Figure 1. Sequential cells coloured by netlist name (run 1).
Scale: 4 px per micron. Other sequential cells in the stronger grey, the rest of the logic in the fainter grey.
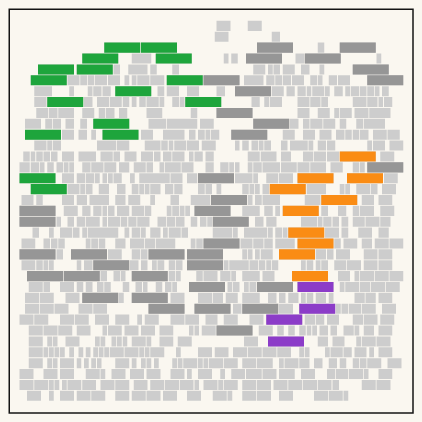
Figure 2. Clock nets (run 1).
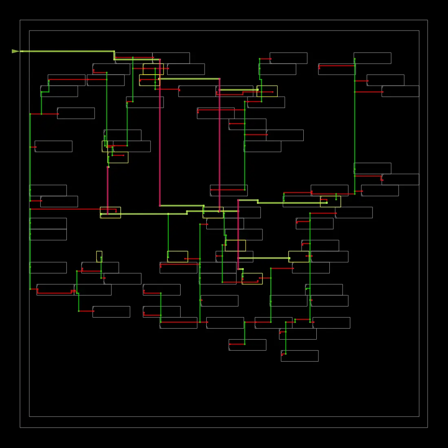
Figure 3. Cell area per tile (run 1).
Scale: 3 px per micron. The die is cut into 10 by 10 equal tiles; dark purple is low, yellow is high, 0 to 100% covered.
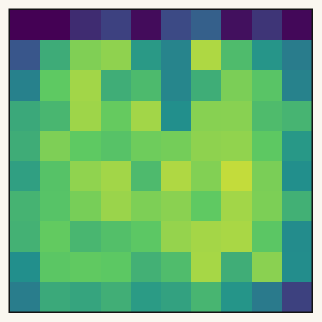
$ cat src/rtl/piezo_effect_sequencer_pkg.sv
// Shared types and defaults for the piezo effect sequencer.
package piezo_pkg;

  typedef enum logic [1:0] {IDLE, TONE, GAP} state_t;

  localparam int DIV_W_DEF = 16;
  localparam int DUR_W_DEF = 10;
  localparam int REP_W_DEF = 3;

  // Channel-index width; a single channel still needs one bit for active_ch.
  function automatic int ch_w(input int n);
    return (n > 1) ? $clog2(n) : 1;
  endfunction

endpackage

$ cat src/rtl/piezo_effect_sequencer_if.sv
// Game-logic <-> sequencer bundle. Per-channel fields are packed so that
// channel i occupies bits [i*W +: W] of the flattened vector.
// The repeat field is named repeat_n because "repeat" is a reserved word.
interface piezo_effect_sequencer_if
  import piezo_pkg::*;
#(
  parameter int N_CH  = 4,
  parameter int DIV_W = DIV_W_DEF,
  parameter int DUR_W = DUR_W_DEF,
  parameter int REP_W = REP_W_DEF
);
  logic                             tick;
  logic [N_CH-1:0]                  trig;
  logic [N_CH-1:0][DIV_W-1:0]       half_period;
  logic [N_CH-1:0][DUR_W-1:0]       duration;
  logic [N_CH-1:0][REP_W-1:0]       repeat_n;
  logic                             mute;
  logic                             piezoout;
  logic                             busy;
  logic [ch_w(N_CH)-1:0]            active_ch;

  modport master (output tick, trig, half_period, duration, repeat_n, mute,
                  input  piezoout, busy, active_ch);
  modport slave  (input  tick, trig, half_period, duration, repeat_n, mute,
                  output piezoout, busy, active_ch);
endinterface

$ cat src/rtl/piezo_effect_sequencer_tone_gen.sv
// Divider + toggle flop shared by all channels. 'tone' is the flop's next
// value, so the caller's registered output changes on the same edge as the
// FSM enters TONE and the first TONE cycle is already high.
module piezo_tone_gen #(
  parameter int DIV_W = 16
) (
  input  logic             clk,
  input  logic             rst,
  input  logic             en,
  input  logic             restart,
  input  logic [DIV_W-1:0] half_period,
  output logic             tone
);
  logic [DIV_W-1:0] cnt, cnt_d;
  logic             tq, tq_d;

  // Next divider/toggle state: restart wins, idle forces low, hp=0 stays silent.
  always_comb begin
    cnt_d = cnt;
    tq_d  = tq;
    if (restart) begin
      cnt_d = '0;
      tq_d  = (half_period != '0);
    end else if (en) begin
      if (half_period == '0) begin
        tq_d = 1'b0;
      end else if (cnt == half_period - DIV_W'(1)) begin
        cnt_d = '0;
        tq_d  = ~tq;
      end else begin
        cnt_d = cnt + DIV_W'(1);
      end
    end else begin
      cnt_d = '0;
      tq_d  = 1'b0;
    end
  end

  // Divider and toggle registers.
  always_ff @(posedge clk or posedge rst) begin
    if (rst) begin
      cnt <= '0;
      tq  <= 1'b0;
    end else begin
      cnt <= cnt_d;
      tq  <= tq_d;
    end
  end

  assign tone = tq_d;
endmodule

$ cat src/rtl/piezo_effect_sequencer.sv
// N_CH-channel fixed-priority piezo effect sequencer (IDLE/TONE/GAP).
// Optional: define PIEZO_PREEMPT_EN to let a higher-priority request abort
// the running burst.
module piezo_effect_sequencer
  import piezo_pkg::*;
#(
  parameter int N_CH  = 4,
  parameter int DIV_W = DIV_W_DEF,
  parameter int DUR_W = DUR_W_DEF,
  parameter int REP_W = REP_W_DEF
) (
  input  logic                    clk,
  input  logic                    rst,
  piezo_effect_sequencer_if.slave bus
);
  localparam int CW = ch_w(N_CH);
  localparam logic [N_CH-1:0] CH_ONE = N_CH'(1);

  state_t            state;
  logic [N_CH-1:0]   pending, req, clr_mask;
  logic [CW-1:0]     sel_idx, act_q;
  logic              any_req, busy_q, pz_q;
  logic [DIV_W-1:0]  hp_q, hp_sel, hp_in;
  logic [DUR_W-1:0]  dur_q, dur_sel, dur_cnt, dur_inc;
  logic [REP_W-1:0]  reps_left, rep_sel;
  logic              seg_done, preempt, go, go_ok, restart, tone_en, tone_nxt;

  assign req = pending | bus.trig;

  // Lowest-index requester wins.
  always_comb begin
    sel_idx = '0;
    any_req = 1'b0;
    for (int i = N_CH-1; i >= 0; i--) begin
      if (req[i]) begin
        sel_idx = CW'(i);
        any_req = 1'b1;
      end
    end
  end

  assign hp_sel  = bus.half_period[sel_idx];
  assign dur_sel = bus.duration[sel_idx];
  assign rep_sel = bus.repeat_n[sel_idx];

  assign dur_inc  = dur_cnt + DUR_W'(1);
  assign seg_done = bus.tick && (dur_inc == dur_q);

`ifdef PIEZO_PREEMPT_EN
  assign preempt = (state != IDLE) && any_req && (sel_idx < act_q);
`else
  assign preempt = 1'b0;
`endif

  // Arbitrate from IDLE, straight out of a finished last burst, or on preemption.
  assign go       = any_req && ((state == IDLE) ||
                                (state == TONE && seg_done && reps_left == '0) ||
                                preempt);
  assign go_ok    = go && (dur_sel != '0);
  assign clr_mask = go ? (CH_ONE << sel_idx) : '0;
  assign restart  = go_ok || (state == GAP && seg_done);
  assign tone_en  = (state == TONE) && !seg_done && !go;
  assign hp_in    = go_ok ? hp_sel : hp_q;

  piezo_tone_gen #(.DIV_W(DIV_W)) u_tone (
    .clk         (clk),
    .rst         (rst),
    .en          (tone_en),
    .restart     (restart),
    .half_period (hp_in),
    .tone        (tone_nxt)
  );

  // Sequencer FSM with registered outputs.
  always_ff @(posedge clk or posedge rst) begin
    if (rst) begin
      state     <= IDLE;
      pending   <= '0;
      act_q     <= '0;
      busy_q    <= 1'b0;
      pz_q      <= 1'b0;
      hp_q      <= '0;
      dur_q     <= '0;
      dur_cnt   <= '0;
      reps_left <= '0;
    end else begin
      pending <= req & ~clr_mask;
      pz_q    <= tone_nxt & ~bus.mute;
      if (go) begin
        dur_cnt <= '0;
        if (go_ok) begin
          state     <= TONE;
          busy_q    <= 1'b1;
          act_q     <= sel_idx;
          hp_q      <= hp_sel;
          dur_q     <= dur_sel;
          reps_left <= rep_sel;
        end else begin
          // zero-length request is dropped
          state  <= IDLE;
          busy_q <= 1'b0;
          act_q  <= '0;
        end
      end else begin
        case (state)
          TONE: if (bus.tick) begin
            if (seg_done) begin
              dur_cnt <= '0;
              if (reps_left != '0) begin
                reps_left <= reps_left - REP_W'(1);
                state     <= GAP;
              end else begin
                state  <= IDLE;
                busy_q <= 1'b0;
                act_q  <= '0;
              end
            end else begin
              dur_cnt <= dur_inc;
            end
          end
          GAP: if (bus.tick) begin
            if (seg_done) begin
              dur_cnt <= '0;
              state   <= TONE;
            end else begin
              dur_cnt <= dur_inc;
            end
          end
          default: ;
        endcase
      end
    end
  end

  assign bus.piezoout  = pz_q;
  assign bus.busy      = busy_q;
  assign bus.active_ch = act_q;
endmodule

$ cat src/flat_wrapper.sv
// flat-port wrapper written by rule: the top's interface ports become plain ports
module piezo_effect_sequencer_flat import piezo_pkg::*;
#(
  parameter int N_CH  = 4,
  parameter int DIV_W = DIV_W_DEF,
  parameter int DUR_W = DUR_W_DEF,
  parameter int REP_W = REP_W_DEF
)
  (clk, rst, bus_tick, bus_trig, bus_half_period, bus_duration, bus_repeat_n, bus_mute, bus_piezoout, bus_busy, bus_active_ch);
  piezo_effect_sequencer_if #(.N_CH(N_CH), .DIV_W(DIV_W), .DUR_W(DUR_W), .REP_W(REP_W)) bus_i ();
  input  logic clk;
  input  logic rst;
  input wire logic [$bits(bus_i.tick)-1:0] bus_tick;
  input wire logic [$bits(bus_i.trig)-1:0] bus_trig;
  input wire logic [$bits(bus_i.half_period)-1:0] bus_half_period;
  input wire logic [$bits(bus_i.duration)-1:0] bus_duration;
  input wire logic [$bits(bus_i.repeat_n)-1:0] bus_repeat_n;
  input wire logic [$bits(bus_i.mute)-1:0] bus_mute;
  output wire logic [$bits(bus_i.piezoout)-1:0] bus_piezoout;
  output wire logic [$bits(bus_i.busy)-1:0] bus_busy;
  output wire logic [$bits(bus_i.active_ch)-1:0] bus_active_ch;
  assign bus_i.tick = bus_tick;
  assign bus_i.trig = bus_trig;
  assign bus_i.half_period = bus_half_period;
  assign bus_i.duration = bus_duration;
  assign bus_i.repeat_n = bus_repeat_n;
  assign bus_i.mute = bus_mute;
  assign bus_piezoout = bus_i.piezoout;
  assign bus_busy = bus_i.busy;
  assign bus_active_ch = bus_i.active_ch;
  piezo_effect_sequencer #(.N_CH(N_CH), .DIV_W(DIV_W), .DUR_W(DUR_W), .REP_W(REP_W)) u_core (.clk(clk), .rst(rst), .bus(bus_i));
endmodule
$ cat config.mk
export PLATFORM = sky130hd
export DESIGN_NAME = piezo_effect_sequencer_flat
export DESIGN_NICKNAME = d
export VERILOG_FILES = /design/src/rtl/piezo_effect_sequencer_pkg.sv /design/src/rtl/piezo_effect_sequencer_if.sv /design/src/rtl/piezo_effect_sequencer_tone_gen.sv /design/src/rtl/piezo_effect_sequencer.sv /design/src/flat_wrapper.sv
export SDC_FILE = /design/constraint.sdc
export NUM_CORES = 1
export LEC_CHECK = 0
export CORE_MARGIN = 2
export CORE_UTILIZATION = 54
export CTS_CLUSTER_SIZE = 16
export DETAILED_ROUTE_END_ITERATION = 8
export GPL_ROUTABILITY_DRIVEN = 0
export PLACE_DENSITY = 0.87
export SLEW_MARGIN = 20
export SYNTH_ARGS = -nofsm -noshare
export SYNTH_HDL_FRONTEND = slang
export SYNTH_HIERARCHICAL = 1
export SYNTH_SLANG_ARGS = --single-unit
$ cat constraint.sdc
create_clock -name clk -period 8.9 [get_ports clk]
set_clock_uncertainty 0.2 [all_clocks]
set_input_delay 0.89 -clock clk [delete_from_list [all_inputs] [get_ports clk]]
set_output_delay 0.89 -clock clk [all_outputs]
set_load 0.03 [all_outputs]
==> results.sh, run 1 <==
# flow metrics
export IMPL_status="finished clean"
export IMPL_holdBufCountCts=0
export IMPL_syn_num_nets=737
export IMPL_flop_cell="dfrtp_1"
export IMPL_wl_per_cell_microns=17.11
export IMPL_drtIter0Drc=318
export IMPL_postLayoutCellArea_sq_mm=0.006465
export IMPL_wl_mm=14.17
export IMPL_yosysMostFrequentCell="nand2_1"
export IMPL_yosys_area_sq_mm=0.005032
export IMPL_ios=128
export IMPL_io_buffers=127
export IMPL_synth_simple_area_share=0.2568
export IMPL_clk_share=0.02458
export IMPL_hold_viol=0
export IMPL_grt_max_degree=50
export IMPL_dominant_cells="combinational gates"
export IMPL_comb_share=0.4877
export IMPL_synth_flops=66
export IMPL_nets=847
export IMPL_synth_stat_cells=605
export IMPL_worstHoldStart="u_core/bus.busy"
export IMPL_antenna_found_initial=0
export IMPL_routed_wl_met3_microns=954
export IMPL_fin_crit_sh=0.7808
export IMPL_yosys_area_top_type="dfrtp_1"
export IMPL_cp_arrival_ps=6980
export IMPL_warning_count=29
export IMPL_num_fill_cells=714
export IMPL_tns_ps=0
export IMPL_crit_buf_inv=1
export IMPL_diodes=0
export IMPL_buf_share=0.2001
export IMPL_critical_path_depth=17
export IMPL_lay_top_count="clkdlybuf4s50_1"
export IMPL_cpPeakStageDelay_ps=750
export IMPL_power_switching_mw=0.7634
export IMPL_layout_clock_buffers=13
export IMPL_die_size_x_microns=100.5
export IMPL_rows=35
export IMPL_htreeDepth=3
export IMPL_holdWs_ps=284.3
export IMPL_grt_pass1_vias=5278
export IMPL_ys_sh_xor=0.06962
export IMPL_worstReg2RegEnd="u_core/u_tone/cnt[0]"
## Picture notes: Figure 1
green -> u_core/u_tone/cnt  # placed flops 16
orange -> u_core/dur_q  # placed flops 10, where right middle
purple -> u_core/pending  # placed flops 4, where bottom right
Seq/total area: 0.2555
Storage cell area: 0.001652 sq mm
seq pwr: 0.494 mW
fin util: 0.7064

## Picture notes: Figure 2
Late-Pin Clk Latency: 340 ps
seq_cells: 66
Sink Count: 66

## Picture notes: Figure 3
mean over tiles = 63%
tiles over 75% full = 36%
fullest tile = 91%
nearly empty tiles = 2.0%
core box area: 0.009153 sq mm
fp_density: 0.5498

Figure 4. Wires at chosen ports, followed through buffers (run 1).
Scale: 4 px per micron.
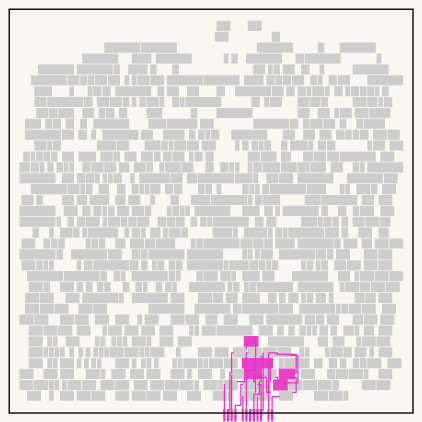

==> run 2, diff against run 1 <==
--- a/config.mk
+++ b/config.mk
@@ -6,11 +6,11 @@
 export NUM_CORES = 1
 export LEC_CHECK = 0
 export CORE_MARGIN = 2
-export CORE_UTILIZATION = 54
+export CORE_UTILIZATION = 45
 export CTS_CLUSTER_SIZE = 16
 export DETAILED_ROUTE_END_ITERATION = 8
 export GPL_ROUTABILITY_DRIVEN = 0
-export PLACE_DENSITY = 0.87
+export PLACE_DENSITY = 0.77
 export SLEW_MARGIN = 20
 export SYNTH_ARGS = -nofsm -noshare
 export SYNTH_HDL_FRONTEND = slang
==> constraint.sdc (replaced) <==
create_clock -name clk -period 6.1 [get_ports clk]
set_clock_uncertainty 0.2 [all_clocks]
set_input_delay 0.61 -clock clk [delete_from_list [all_inputs] [get_ports clk]]
set_output_delay 0.61 -clock clk [all_outputs]
set_load 0.03 [all_outputs]
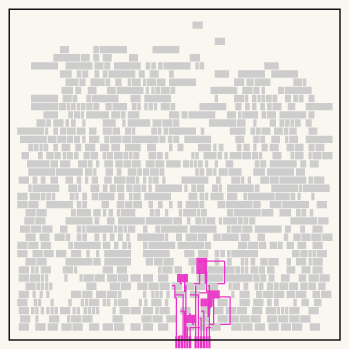
Figure 5: run 2, wires at chosen ports, followed through buffers.
Scale: 3 px per micron.
magenta -> bus_repeat_n  # bits 12, direction input, end cells 6, wire 245 microns
port bufs: 127
number of primary I/O pins: 128

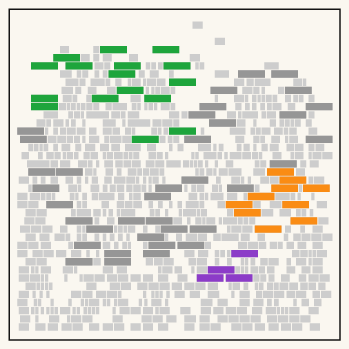
Figure 6: run 2, sequential cells coloured by netlist name.
Scale: 3 px per micron. Other sequential cells in the stronger grey, the rest of the logic in the fainter grey.
orange -> u_core/dur_q  # placed flops 10, where right middle
purple -> u_core/pending  # placed flops 4
green -> u_core/u_tone/cnt  # placed flops 16
not coloured = 36
Seq/total area: 0.2464
fin util: 0.6156
seq pwr: 0.715 mW

==> results.sh, run 2 <==
# flow metrics
export IMPL_cp_arrival_ps=5840
export IMPL_worstReg2RegEnd="u_core/u_tone/cnt[9]"
export IMPL_yosysMostFrequentCell="nand2_1"
export IMPL_core_area_sq_mm=0.01089
export IMPL_final_seq_area_sq_mm=0.001652
export IMPL_yosys_area_sq_mm=0.005032
export IMPL_ff_count=66
export IMPL_grt_pass1_vias=5348
export IMPL_dominant_cells="combinational gates"
export IMPL_fin_crit_sh=0.9510
export IMPL_clk_share=0.02445
export IMPL_syn_cell_area_sq_mm=0.005032
export IMPL_lay_top_count="clkdlybuf4s50_1"
export IMPL_postLayoutCellArea_sq_mm=0.006703
export IMPL_num_fill_cells=957
export IMPL_wl_mm=14.98
export IMPL_status="finished clean"
export IMPL_rows=38
export IMPL_antenna_found_initial=0
export IMPL_worst_r2r_path_depth=18
export IMPL_comb_share=0.4712
export IMPL_flop_cell="dfrtp_1"
export IMPL_yosys_area_top_type="dfrtp_1"
export IMPL_htreeDepth=3
export IMPL_synth_stat_cells=605
export IMPL_hold_viol=0
export IMPL_power_switching_mw=1.145
export IMPL_warning_count=29
export IMPL_buf_share=0.2216
export IMPL_critical_path_depth=18
export IMPL_crit_buf_inv=2
export IMPL_worstHoldStart="u_core/bus.busy"
export IMPL_wl_per_cell_microns=16.92
export IMPL_clock_sinks=66
export IMPL_nets=872
export IMPL_diodes=0
export IMPL_drtIter0Drc=416
export IMPL_routed_wl_met3_microns=757
export IMPL_tns_ps=0
export IMPL_synth_simple_area_share=0.2568
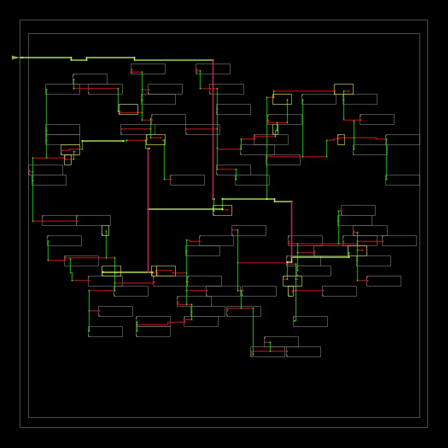
Figure 7: run 2, clock nets.
Late-Pin Clk Latency: 350 ps
Num CTS Buffers: 9

Figure 8. Logic cells by family (run 2).
Scale: 4 px per micron.
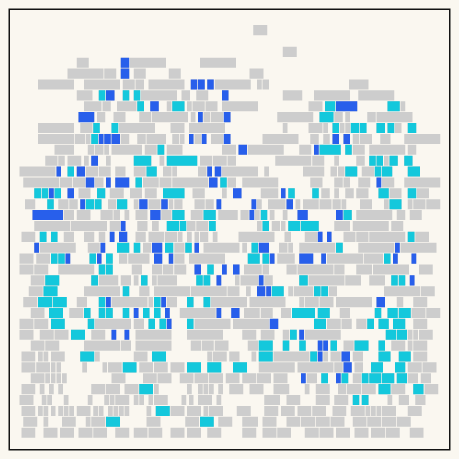

==> run 3, diff against run 2 <==
--- a/config.mk
+++ b/config.mk
@@ -10,7 +10,7 @@
 export CTS_CLUSTER_SIZE = 16
 export DETAILED_ROUTE_END_ITERATION = 8
 export GPL_ROUTABILITY_DRIVEN = 0
-export PLACE_DENSITY = 0.77
+export PLACE_DENSITY_LB_ADDON = 0.3
 export SLEW_MARGIN = 20
 export SYNTH_ARGS = -nofsm -noshare
 export SYNTH_HDL_FRONTEND = slang
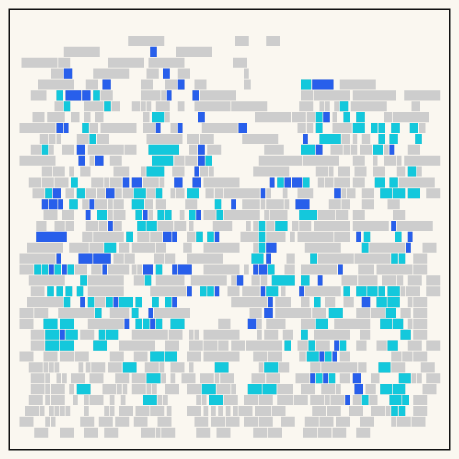
Figure 9: run 3, logic cells by family.
Scale: 4 px per micron.
blue -> NOR gates  # cells 94, most used nor2_1
cyan -> inverting AOI/OAI gates  # cells 153, most used a21oi_1
Top cell excl fill/tap: clkdlybuf4s50_1
logic share of the area: 0.4701
non-filler cells, final: 881

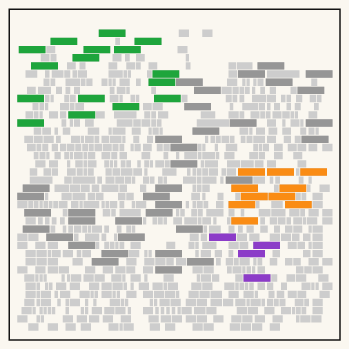
Figure 10: run 3, sequential cells coloured by netlist name.
Scale: 3 px per micron. Other sequential cells in the stronger grey, the rest of the logic in the fainter grey.
green -> u_core/u_tone/cnt  # placed flops 16
purple -> u_core/pending  # placed flops 4, where bottom right
orange -> u_core/dur_q  # placed flops 10, where right middle
Seq/total area: 0.2437
fin util: 0.6224
seq pwr: 0.721 mW

==> results.sh, run 3 <==
# flow metrics
export IMPL_core_area_sq_mm=0.01089
export IMPL_rows=38
export IMPL_fin_crit_sh=0.9484
export IMPL_clock_sinks=66
export IMPL_ff_count=66
export IMPL_ios=128
export IMPL_synth_stat_cells=605
export IMPL_htreeDepth=3
export IMPL_clk_insertion_delay_late_ps=370
export IMPL_yosys_area_sq_mm=0.005032
export IMPL_routed_wl_met3_microns=728
export IMPL_diodes=0
export IMPL_worstReg2RegEnd="u_core/bus.piezoout"
export IMPL_antenna_found_initial=0
export IMPL_power_switching_mw=1.177
export IMPL_io_buffers=127
export IMPL_status="finished clean"
export IMPL_hold_viol=0
export IMPL_numCtsBuffers=9
export IMPL_postLayoutCellArea_sq_mm=0.006777
export IMPL_dominant_cells="combinational gates"
export IMPL_num_fill_cells=942
export IMPL_tns_ps=0
export IMPL_wl_mm=15.01
export IMPL_cp_arrival_ps=5880
export IMPL_worstHoldStart="u_core/bus.busy"
export IMPL_grt_pass1_vias=5118
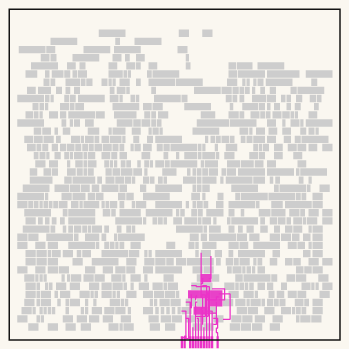
Figure 11: run 3, wires at chosen ports, followed through buffers.
Scale: 3 px per micron.
magenta -> bus_repeat_n  # bits 12, direction input, end cells 6, wire 239 microns

Power is estimated from default activity; no workload was simulated.
